## config.mk

```make
export PLATFORM = sky130hd
export DESIGN_NAME = tc_to_binary_pipe
export DESIGN_NICKNAME = d
export VERILOG_FILES = /design/src/rtl/tc_to_binary_pipe.sv
export SDC_FILE = /design/constraint.sdc
export NUM_CORES = 1
export LEC_CHECK = 0
export CAP_MARGIN = 5
export CORE_MARGIN = 2
export CORE_UTILIZATION = 53
export DETAILED_ROUTE_END_ITERATION = 10
export PLACE_DENSITY = 0.87
export RECOVER_POWER = 50
export SLEW_MARGIN = 30
export SYNTH_ARGS = -nofsm -noshare
export SYNTH_HDL_FRONTEND = slang
export SYNTH_SLANG_ARGS = --single-unit
```

## constraint.sdc

```tcl
create_clock -name clk -period 5.5 [get_ports clk]
set_input_delay 1.375 -clock clk [delete_from_list [all_inputs] [get_ports clk]]
set_output_delay 1.375 -clock clk [all_outputs]
set_load 0.01 [all_outputs]
```

## src/rtl/tc_to_binary_pipe.sv

```systemverilog
`default_nettype none
// ============================================================================
// Module   : tc_to_binary_pipe
// Brief    : Two-stage valid/ready thermometer-code to binary converter with
//            per-word illegal-code flag and saturating error counter.
//            Optional macro TC_BUBBLE_CORRECT_EN: illegal codes yield popcount.
// Revision : 1.0 - initial release
// ============================================================================
module tc_to_binary_pipe #(
    parameter int M   = 9,
    parameter int BW  = $clog2(M),
    parameter int ECW = 16
) (
    input  logic            clk,
    input  logic            rst,
    input  logic            in_valid,
    output logic            in_ready,
    input  logic [M-2:0]    in_tc,
    output logic            out_valid,
    input  logic            out_ready,
    output logic [BW-1:0]   out_bin,
    output logic            out_err,
    output logic [ECW-1:0]  err_cnt,
    input  logic            clear_err
);

    localparam int             c_TW      = M - 1;
    localparam logic [ECW-1:0] c_CNT_MAX = {ECW{1'b1}};

    logic [c_TW:0]   w_tc_ext;
    logic [c_TW:0]   w_tc_plus1;
    logic            w_legal;
    logic [BW-1:0]   w_pop;
    logic [BW-1:0]   w_enc_bin;
    logic            w_b_free;
    logic            w_a_load;
    logic            w_err_xfer;

    logic            r_va;
    logic [BW-1:0]   r_a_bin;
    logic            r_a_err;
    logic            r_vb;
    logic [BW-1:0]   r_b_bin;
    logic            r_b_err;
    logic [ECW-1:0]  r_err_cnt;

    // A legal code 2^k-1 has no set bit in common with itself plus one.
    assign w_tc_ext   = {1'b0, in_tc};
    assign w_tc_plus1 = w_tc_ext + {{c_TW{1'b0}}, 1'b1};
    assign w_legal    = ((w_tc_ext & w_tc_plus1) == '0);

    always_comb begin
        w_pop = '0;
        for (int i = 0; i < c_TW; i++) begin
            w_pop = w_pop + BW'(in_tc[i]);
        end
    end

`ifdef TC_BUBBLE_CORRECT_EN
    assign w_enc_bin = w_pop;
`else
    assign w_enc_bin = w_legal ? w_pop : '0;
`endif

    assign w_b_free   = !r_vb || out_ready;
    assign w_a_load   = !r_va || w_b_free;
    assign in_ready   = !rst && w_a_load;
    assign w_err_xfer = r_vb && out_ready && r_b_err;

    always_ff @(posedge clk) begin
        if (rst) begin
            r_va    <= 1'b0;
            r_a_bin <= '0;
            r_a_err <= 1'b0;
            r_vb    <= 1'b0;
            r_b_bin <= '0;
            r_b_err <= 1'b0;
        end else begin
            if (w_a_load) begin
                r_va <= in_valid;
                if (in_valid) begin
                    r_a_bin <= w_enc_bin;
                    r_a_err <= !w_legal;
                end
            end
            // B only reloads when free, which holds its data stable under stall.
            if (w_b_free) begin
                r_vb <= r_va;
                if (r_va) begin
                    r_b_bin <= r_a_bin;
                    r_b_err <= r_a_err;
                end
            end
        end
    end

    always_ff @(posedge clk) begin
        if (rst) begin
            r_err_cnt <= '0;
        end else if (clear_err) begin
            r_err_cnt <= w_err_xfer ? {{(ECW-1){1'b0}}, 1'b1} : '0;
        end else if (w_err_xfer && (r_err_cnt != c_CNT_MAX)) begin
            r_err_cnt <= r_err_cnt + {{(ECW-1){1'b0}}, 1'b1};
        end
    end

    assign out_valid = r_vb;
    assign out_bin   = r_b_bin;
    assign out_err   = r_b_err;
    assign err_cnt   = r_err_cnt;

endmodule
`default_nettype wire

```

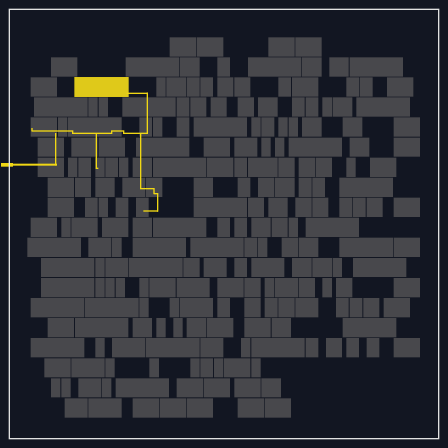
(I/O nets highlighted)
Yellow is out_valid, direction output, edge west, end cells 1, buffers 1, wire 54.8 um.

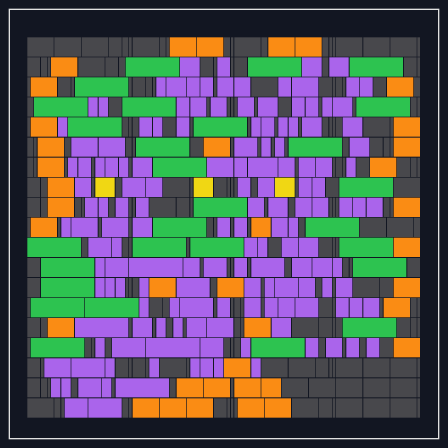
(placed cells, one colour a class)
Fill, decap, tap and diode cells in grey.
Purple is remaining logic cells, cells 149. Yellow is clock-net drivers, cells 3. Orange is remaining buffers and delay cells, cells 37. Green is registers, cells 28.
area of the core: 2760 um2
post-route cell area: 1950 um2
sequential cell area share: 0.288
fin util: 0.706
row cnt: 19

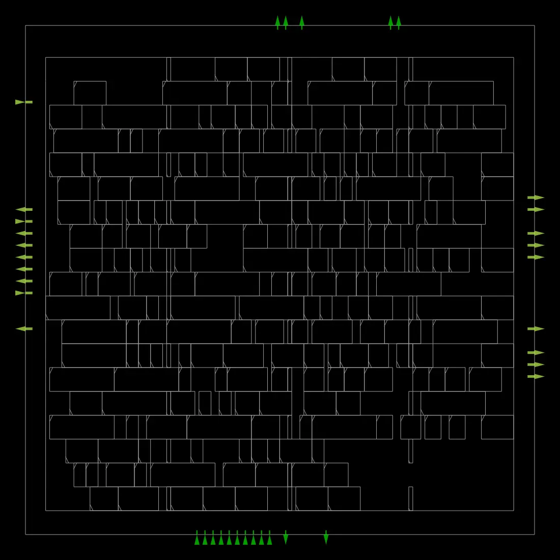
(placement view)
fillcell total: 226
Tapcells: 31

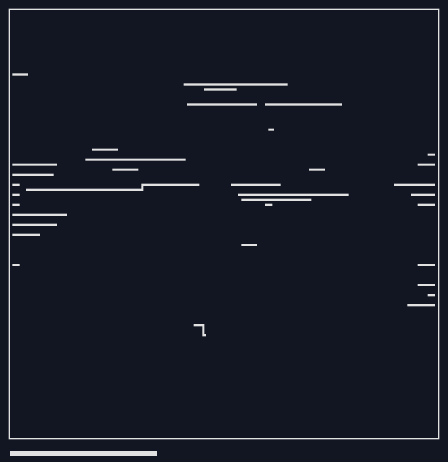
(met3 routing)
The bar under the picture is 20 um long.
The longest straight run is 15.6 um. The layer carries 172 um of wire. The layer holds 4.6% of the routed length.
met3 Usage GRT: 0.0603
final WL: 3.77 mm

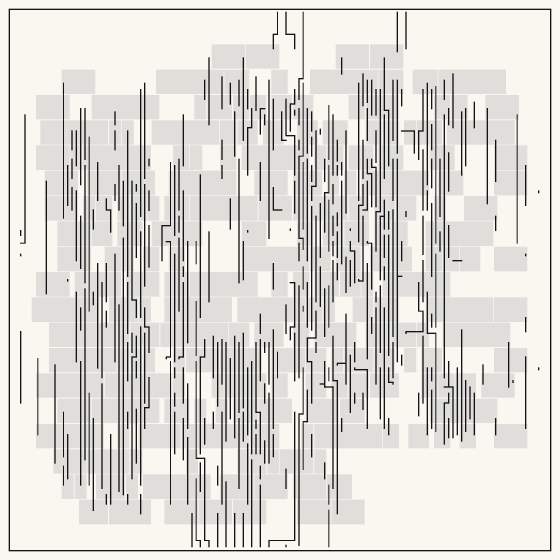
(met2 routing)
Cells faint in the background.
The layer holds 52% of the routed length. The layer carries 1970 um of wire. The wires run mostly vertical. The longest straight run is 28.2 um. 215 nets have wire on it.

==> flow_summary.yaml <==
# physical design summary
final_layout:
  logic_area_um2: 891
  largest_reg_flops: 16
  drive_above_1_share: 0.0369
  nFlopsAndLatches: 28
  buffers_excl_clock: 37
  final_layout_top_logic_cells: "dfxtp_1, clkdlybuf4s50_1, inv_1"
  nets: 242
  dominant-cell-class: "combinational gates"
  comb_cells: 131
  clock_buffers: 3
  area_delta_synth_final_pct: 25.7
  final-clk-cell-share: 0.0116
  finalNonFillerCells: 248
power_and_ir_drop:
  switching_share: 0.264
  power.internal_uw: 261
  clk-power_uw: 84.4
floorplanning:
  initCoreUtil: 0.561
  die_w_um: 58.0
  die_area_um2: 3370
  die_h_um: 58.0
run_status:
  status: "finished, final reports clean"
synthesis:
  mux_area_frac: 0.0388
  yosys.area_share.simple: 0.256
  post_synth_inst_count: 181
  ys_ff: 28
  yosysTopAreaCellShare: 0.362
  xor_share: 0.00566
  synth_nets: 204
  avgSynthCellArea_um2: 8.55
  yosys.area_share.aoi: 0.183
  yosys_cells: 181
  netlist_area_um2: 1550
  ff_type: "dfxtp_1"
  topCellsByArea: "dfxtp_1, fa_1, ha_1"
route:
  drt-met1-wl_mm: 1.60
  vias: 1532
  first_pass_iters: 5
  wl_met3_um: 172
  ant_nets: 0
  vias_per_cell: 6.18
clocking:
  postCtsSetupBuffers: 0
  cts_buffer_depth: 2
  clkTransAtPathRegs_ps: 130
  cts_hold_repair.buffers: 0
  cts-buffers-inserted: 3
flow_run:
  cap_violations: 0
  log.warning_count: 28
critical_path:
  crit_end: "in_ready"
  ff2ff_setup_slack_ps: 3380
  critPathMaxStageDelay_ps: 620
  critPathLaunch: "out_ready"
  cp_data_required_time_ps: 4120
  r2r-end: "err_cnt[9]"
  arrival_ps: 2920
place:
  dp_slack_ps: 879
  placed_area_um2: 1940
  gp_congestion: 0.817
sta:
  max_freq_mhz: 233
  slew_headroom: 0.359
  whs_ps: 482
  fin_crit_ps: 4290
  final_max_slew_viol_count: 0
hold_path:
  hp-class: "flip-flop to flip-flop"
  worstHoldStart: "r_a_bin[0]"
  holdPathEnd: "r_a_bin[0]"
global_route:
  use_met1: 0.289
  gr-usage-all-layers: 0.245
  top_usage_layer: "met2"
  grt_pass1_wl_mm: 6.45
  grt_pass1_vias: 1486
